===== src/rtl/core_mem_if_pkg.sv =====
// core_mem_if_pkg: shared types and defaults for the core memory interface
package core_mem_if_pkg;
  typedef enum logic [1:0] {IDLE = 2'd0, ACCESS = 2'd1, RESP = 2'd2} state_e;
  typedef enum logic {GNT_IF = 1'b0, GNT_D = 1'b1} gnt_e;
  localparam int DEF_ADDR_W = 24;
  localparam int DEF_DATA_W = 16;
  localparam int CNT_W = 4;
endpackage


===== src/rtl/core_mem_if_arb.sv =====
// core_mem_if_arb: combinational fetch/data arbiter
//   if_req, d_req : pending requests
//   last_grant    : requestor served by the previous transaction
//   grant         : winner, meaningful only while some request is pending
module core_mem_if_arb
  import core_mem_if_pkg::*;
#(
  parameter int FAIR = 1
) (
  input  logic if_req,
  input  logic d_req,
  input  gnt_e last_grant,
  output gnt_e grant
);
  // data normally wins; in fair mode fetch takes its turn right after a data access
  always_comb grant = (d_req && !(FAIR != 0 && last_grant == GNT_D && if_req)) ? GNT_D : GNT_IF;
endmodule


===== src/rtl/core_mem_if.sv =====
// core_mem_if: arbitrated single-port memory interface for fetch and data requestors
//   if_req/if_addr -> if_ack/if_rdata           : instruction fetch port
//   d_req/d_we/d_addr/d_wdata -> d_ack/d_rdata  : data load/store port
//   mem_addr/mem_wdata/mem_we, mem_rdata        : registered external bus
//   busy                                        : transaction in ACCESS or RESP
module core_mem_if
  import core_mem_if_pkg::*;
#(
  parameter int ADDR_W      = DEF_ADDR_W,
  parameter int DATA_W      = DEF_DATA_W,
  parameter int WAIT_CYCLES = 1,
  parameter int FAIR        = 1
) (
  input  logic              clk,
  input  logic              rst,
  input  logic              if_req,
  input  logic [ADDR_W-1:0] if_addr,
  output logic              if_ack,
  output logic [DATA_W-1:0] if_rdata,
  input  logic              d_req,
  input  logic              d_we,
  input  logic [ADDR_W-1:0] d_addr,
  input  logic [DATA_W-1:0] d_wdata,
  output logic              d_ack,
  output logic [DATA_W-1:0] d_rdata,
  output logic [ADDR_W-1:0] mem_addr,
  output logic [DATA_W-1:0] mem_wdata,
  output logic              mem_we,
  input  logic [DATA_W-1:0] mem_rdata,
  output logic              busy
);
  state_e             state_q, state_d;
  gnt_e               gnt_q, gnt_d, last_q, last_d, arb_gnt;
  logic [CNT_W-1:0]   cnt_q, cnt_d;
  logic               st_q, st_d, we_q, we_d;
  logic [ADDR_W-1:0]  addr_q, addr_d;
  logic [DATA_W-1:0]  wdata_q, wdata_d, if_rdata_q, if_rdata_d, d_rdata_q, d_rdata_d;
  core_mem_if_arb #(.FAIR(FAIR)) u_arb (
    .if_req    (if_req),
    .d_req     (d_req),
    .last_grant(last_q),
    .grant     (arb_gnt)
  );
  always_comb begin
    state_d    = state_q;
    gnt_d      = gnt_q;
    last_d     = last_q;
    cnt_d      = cnt_q;
    st_d       = st_q;
    we_d       = 1'b0;
    addr_d     = addr_q;
    wdata_d    = wdata_q;
    if_rdata_d = if_rdata_q;
    d_rdata_d  = d_rdata_q;
    case (state_q)
      IDLE: if (if_req || d_req) begin
        state_d = ACCESS;
        gnt_d   = arb_gnt;
        cnt_d   = CNT_W'(WAIT_CYCLES);
        st_d    = arb_gnt == GNT_D && d_we;
        we_d    = arb_gnt == GNT_D && d_we;
        addr_d  = arb_gnt == GNT_D ? d_addr : if_addr;
        wdata_d = arb_gnt == GNT_D ? d_wdata : wdata_q;
      end
      ACCESS: if (cnt_q == '0) begin
        state_d    = RESP;
        if_rdata_d = gnt_q == GNT_IF ? mem_rdata : if_rdata_q;
        d_rdata_d  = gnt_q == GNT_D && !st_q ? mem_rdata : d_rdata_q;
      end else cnt_d = cnt_q - 1'b1;
      RESP: begin
        state_d = IDLE;
        last_d  = gnt_q;
      end
      default: state_d = IDLE;
    endcase
  end
  always_ff @(posedge clk or posedge rst)
    if (rst) begin
      state_q    <= IDLE;
      gnt_q      <= GNT_IF;
      last_q     <= GNT_IF;
      cnt_q      <= '0;
      st_q       <= 1'b0;
      we_q       <= 1'b0;
      addr_q     <= '0;
      wdata_q    <= '0;
      if_rdata_q <= '0;
      d_rdata_q  <= '0;
    end else begin
      state_q    <= state_d;
      gnt_q      <= gnt_d;
      last_q     <= last_d;
      cnt_q      <= cnt_d;
      st_q       <= st_d;
      we_q       <= we_d;
      addr_q     <= addr_d;
      wdata_q    <= wdata_d;
      if_rdata_q <= if_rdata_d;
      d_rdata_q  <= d_rdata_d;
    end
  assign mem_addr  = addr_q;
  assign mem_wdata = wdata_q;
  assign mem_we    = we_q;
  assign if_rdata  = if_rdata_q;
  assign d_rdata   = d_rdata_q;
  assign busy      = state_q != IDLE;
  assign if_ack    = state_q == RESP && gnt_q == GNT_IF;
  assign d_ack     = state_q == RESP && gnt_q == GNT_D;
endmodule


===== config.mk =====
export PLATFORM = sky130hd
export DESIGN_NAME = core_mem_if
export DESIGN_NICKNAME = d
export VERILOG_FILES = /design/src/rtl/core_mem_if_pkg.sv /design/src/rtl/core_mem_if_arb.sv /design/src/rtl/core_mem_if.sv
export SDC_FILE = /design/constraint.sdc
export NUM_CORES = 1
export LEC_CHECK = 0
export CAP_MARGIN = 20
export CORE_UTILIZATION = 35
export CTS_BUF_LIST = sky130_fd_sc_hd__clkbuf_8
export DETAILED_ROUTE_END_ITERATION = 8
export PLACE_DENSITY = 0.73
export SYNTH_ARGS = -nofsm -noshare
export SYNTH_HDL_FRONTEND = slang
export SYNTH_SLANG_ARGS = --single-unit

===== constraint.sdc =====
create_clock -name clk -period 2.6 [get_ports clk]
set_input_delay 0.52 -clock clk [delete_from_list [all_inputs] [get_ports clk]]
set_output_delay 0.52 -clock clk [all_outputs]
set_load 0.02 [all_outputs]

Run 1, routing congestion:
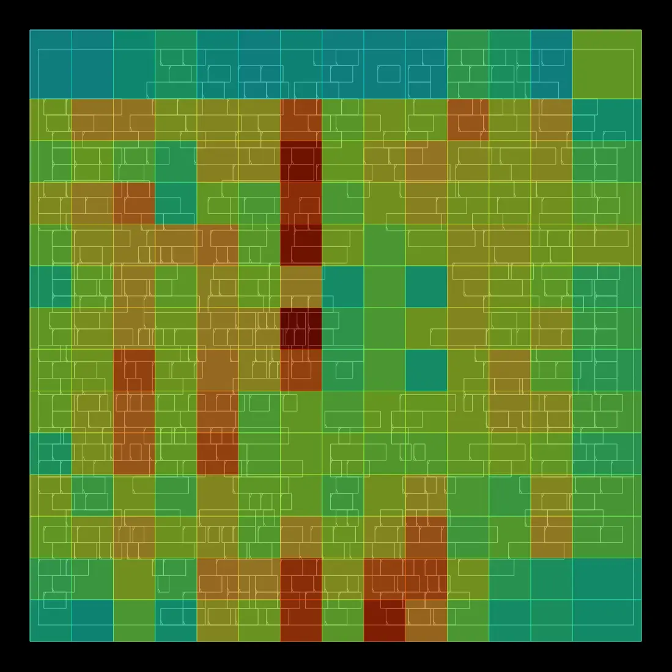
M3 GR Usage: 0.0659
DR WL/cell: 15.3 um
fin util: 0.576

Run 1, clock distribution:
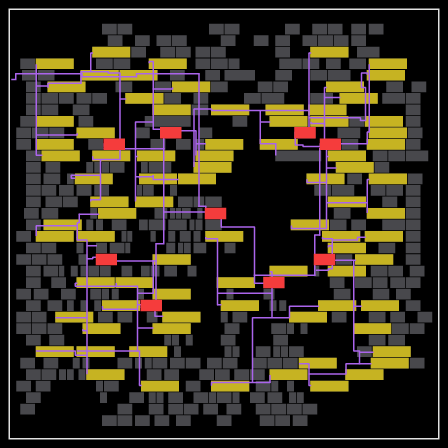
legend:
  clock wires:
    color: purple
    length: 1010 um
  flip-flops:
    color: yellow
    count: 82
  clock drivers:
    color: red
    count: 9
routed clock nets: 10
Worst Skew: 6.43 ps
Worst-Skew Late Latency: 340 ps
Power Clock: 974 uW

==> flow_summary.json, run 1 <==
{
  "outcome": "complete, no violations",
  "mux_area_frac": 0.244,
  "period_used_share": 0.871,
  "power_frac_clock": 0.146,
  "path_cells": "nand2b_1 > nor2_1 > clkdlybuf4s50_1",
  "ys_seq_frac": 0.597,
  "drc": 0,
  "worst_pin_slew_ps": 449,
  "port_buffers": 160,
  "max_cap_viol_count": 0,
  "fill_cells": 826,
  "signal_buffers": 167,
  "row_count": 35,
  "combPwrFrac": 0.516,
  "synthArstFlopShare": 1.00,
  "cts_tree": "built",
  "nClkBuffers": 9,
  "vias_per_cell": 4.80,
  "hp-class": "reg -> reg",
  "ir_worst_vdd_v": 0.000739,
  "diodes": 0,
  "nets": 504,
  "synth_warnings": 0,
  "final_cell_mix": "clkdlybuf4s50_1 (160), dfrtp_1 (82), o21ai_0 (50)",
  "fin_area_um2": 5390,
  "seq_cells": 82,
  "clk_share": 0.0385,
  "path_max_fanout": 4,
  "finalMaxSlewViolations": 0,
  "r2r_cells": 5,
  "cp_top_family": "buffers and inverters",
  "tap-cell-count": 129,
  "cts.sinks": 82,
  "grt_overflow_total": 0,
  "rsz0062_at_grt": "false",
  "p_sw_frac": 0.363,
  "cp.required_ps": 2080,
  "syn-num-nets": 341,
  "place_area_um2": 5190,
  "clkTransAtPathRegs_ps": 80,
  "grt_usage": 0.174
}
Run 1, gate families picked out:
Scale bar: 20 um.
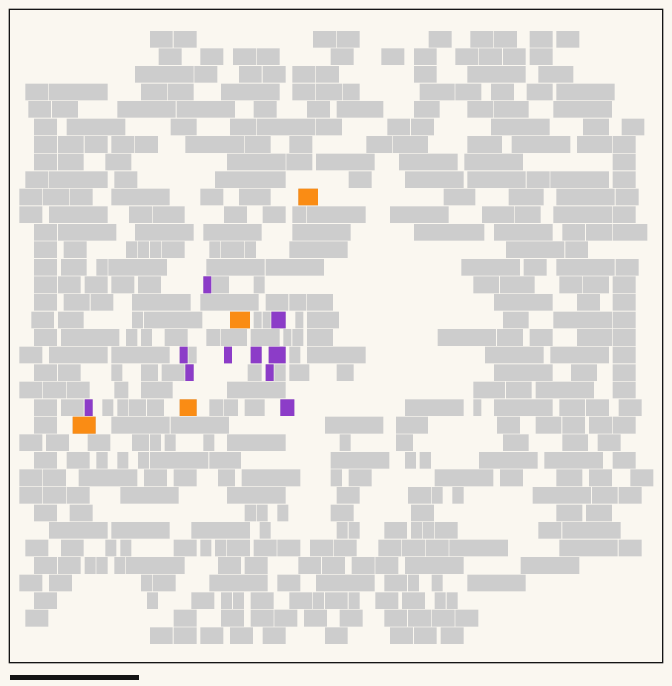
legend:
  nor cells:
    color: purple
    cells: 10
    most_used: nor2_1
  non-inverting ao/oa cells:
    color: orange
    cells: 4
final non-filler cell total: 551
logic share of the area: 0.238
Top cell excl fill/tap: clkdlybuf4s50_1

Run 1, cell area per tile:
The die is cut into 10 by 10 equal tiles; dark blue is low, red is high, 0 to 100% covered.
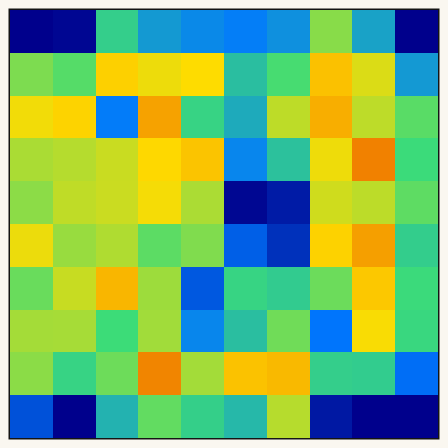
nearly empty tiles: 7.0%
mean over tiles: 51%
densest ninth of the die: left middle
emptiest ninth of the die: bottom right
fullest tile: 85%
core area: 9370 um^2
Init Core Util: 0.367

==> run 1: cells in the mapped netlist, drive strengths merged (2+ instances only) <==
master / instances
or2: 2
nand2b: 2
o21ai: 50
mux2: 49
o22ai: 2
mux2i: 25
buf: 6
nor2: 6
clkbuf: 9
inv: 5
dfrtp: 82
==> run 1: flip-flops by register name, summed over array words and instances, names as in the netlist <==
name	cells
mem_addr	24
d_rdata	16
if_rdata	16
mem_wdata	16
cnt_q	4
state_q	2
gnt_q	1
last_q	1
mem_we	1
st_q	1
==> run 1: through the flow <==
stage               std cells  total power [mW]  worst slack, ps
finish                    551              6.68              337
global route              551              7.10              229
CTS                       551              6.77              316
detailed placement        536              5.77              432
global placement          536              5.69              446
floorplan                 255              4.15              504
==> run 1: per-layer routing <==
metal	wire (um)	share of wire	vias up	global-route usage
li1	-	-	1230	-
met5	0	0	-	0
met1	3420	0.41	1303	0.204
met3	660	0.078	11	0.0659
met4	121	0.014	0	0.0591
met2	4240	0.50	102	0.291
==> run 1: worst reg2reg max path: stages (launching register included) <==
cell and delay (ps):
dfrtp_1 380, inv_1 80, ha_1 200, or3b_4 410, or4_4 600, mux2_4 360
==> run 1: kinds of logic (layout without fill, tap and decap cells) <==
logic type,after synthesis,count (layout)
buffers and inverters,20,187
muxes,74,74
and+or+nand+nor,20,20
adders and majority gates,1,1
DFF,82,82
AOI/OAI and AO/OA,58,58
==> run 1: worst min path at each step <==
stage,end,slack [ps],depth (start not counted)
floorplan,last_q$_DFFE_PP0N_,450,1
global placement,mem_addr[14]$_DFFE_PP0P_,480,2
detailed placement,last_q$_DFFE_PP0N_,490,1
CTS,last_q$_DFFE_PP0N_,510,1
global route,if_rdata[7]$_DFFE_PP0P_,520,1
finish,if_rdata[10]$_DFFE_PP0P_,510,1
--- run 2 (diff from run 1) ---
- SLEW_MARGIN: not set -> 0
Run 2, routed metal, one color a layer:
Scale bar: 20 um.
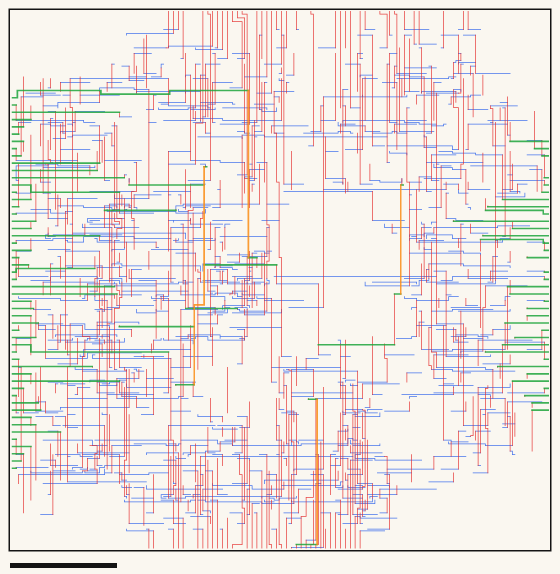
legend:
  metal 4:
    color: orange
    wire_length: 122 um
  metal 1:
    color: blue
    wire_length: 3420 um
  metal 3:
    color: green
    wire_length: 660 um
  metal 2:
    color: red
    wire_length: 4240 um
Routed WL: 8.44 mm
all-layer global routing usage: 0.174
vias: 2646

==> run 2 against run 1 <==
Via count stayed put; clock-buffer cell count is the same; synthesized cell count did not move; core utilization did not move; flip-flop count is the same; highest routed layer unchanged; maximum frequency stayed put; power did not move.
==> flow_summary.json, run 2 <==
{
  "outcome": "complete, no violations",
  "instances_no_fill": 551,
  "wl_met1_mm": 3.42,
  "place_area_um2": 5190,
  "top_cell": "dfrtp_1",
  "synth_warnings": 0,
  "setup_slack_ps": 337,
  "vias_per_cell": 4.80,
  "drc": 0,
  "wl_per_cell_um": 15.3,
  "grtUsageMet3": 0.0659,
  "initial_core_util": 0.367,
  "coreArea_um2": 9370,
  "layout_top_cell": "clkdlybuf4s50_1",
  "grt_overflow_total": 0,
  "top_layer": "met4",
  "fin_util": 0.576,
  "cp.required_ps": 2080,
  "diodes": 0,
  "fin_area_um2": 5390,
  "clkLatencyLatePin_ps": 340,
  "port_buffers": 160,
  "nets": 504,
  "total_power_mw": 6.68,
  "dp_slack_ps": 432,
  "cts.sinks": 82,
  "synthArstFlopShare": 1.00,
  "worst_pin_slew_ps": 449,
  "ir_worst_vdd_v": 0.000739,
  "max_cap_viol_count": 0,
  "hp-class": "reg -> reg",
  "clkTransAtPathRegs_ps": 80
}
Run 2, clock distribution:
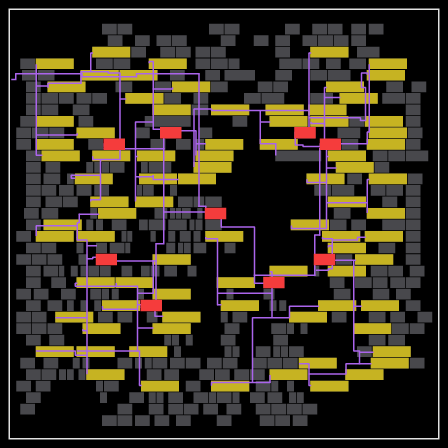
legend:
  flip-flops:
    color: yellow
    count: 82
  clock drivers:
    color: red
    count: 9
  clock wires:
    color: purple
    length: 1010 um
flops lie: spread over the die
routed clock nets: 10
Clock power frac: 0.146

==> run 2: cell counts after synthesis <==
Identical to the previous run, type by type.
==> run 2: cell families (layout without fill, tap and decap cells) <==
| family | after synthesis | in the layout | share of synthesized area |
|---|---|---|---|
| compound gates | 58 | 58 | 0.0903 |
| fa+ha+maj | 1 | 1 | 0.00364 |
| buf+inv | 20 | 187 | 0.0295 |
| flops | 82 | 82 | 0.597 |
| mux | 74 | 74 | 0.244 |
| simple gates | 20 | 20 | 0.0353 |
==> run 2: power breakdown <==
group | internal [mW] | leakage (nW) | switching (mW)
Clock | 0.530 | 0.103 | 0.444
Sequential | 1.92 | 0.984 | 0.341
Combinational | 1.81 | 1.23 | 1.64
Total | 4.26 | 2.31 | 2.43
==> run 2: final timing paths <==
path / from / endpoint / depth (start not counted)
worst max-delay path: state_q[0]$_DFFE_PP0P_ / d_ack / 3
worst min-delay path: if_rdata[10]$_DFFE_PP0P_ / if_rdata[10]$_DFFE_PP0P_ / 1
worst max register to register: cnt_q[0]$_DFFE_PP0P_ / d_rdata[4]$_DFFE_PP0P_ / 5
worst min register to register: if_rdata[10]$_DFFE_PP0P_ / if_rdata[10]$_DFFE_PP0P_ / 1
max in group asynchronous: rst / mem_addr[8]$_DFFE_PP0P_ / 3
min in group asynchronous: rst / mem_wdata[10]$_DFFE_PP0P_ / 3
==> run 2: critical path, cell delays in order, from the launching register on <==
cell and delay, ps:
dfrtp_1 410, nand2b_1 190, nor2_1 150, clkdlybuf4s50_1 650
==> run 2: area by class of cell <==
cell class / count / share of cell area
clock buffers: 9 / 0.0230
clock inverters: 6 / 0.0155
inverters: 5 / 0.00418
multi-input cells: 153 / 0.238
flip-flops and latches: 82 / 0.380
well taps: 129 / 0.0299
repair buffers: 167 / 0.309
No activity file was given, so power comes from the tool's default toggle rates.
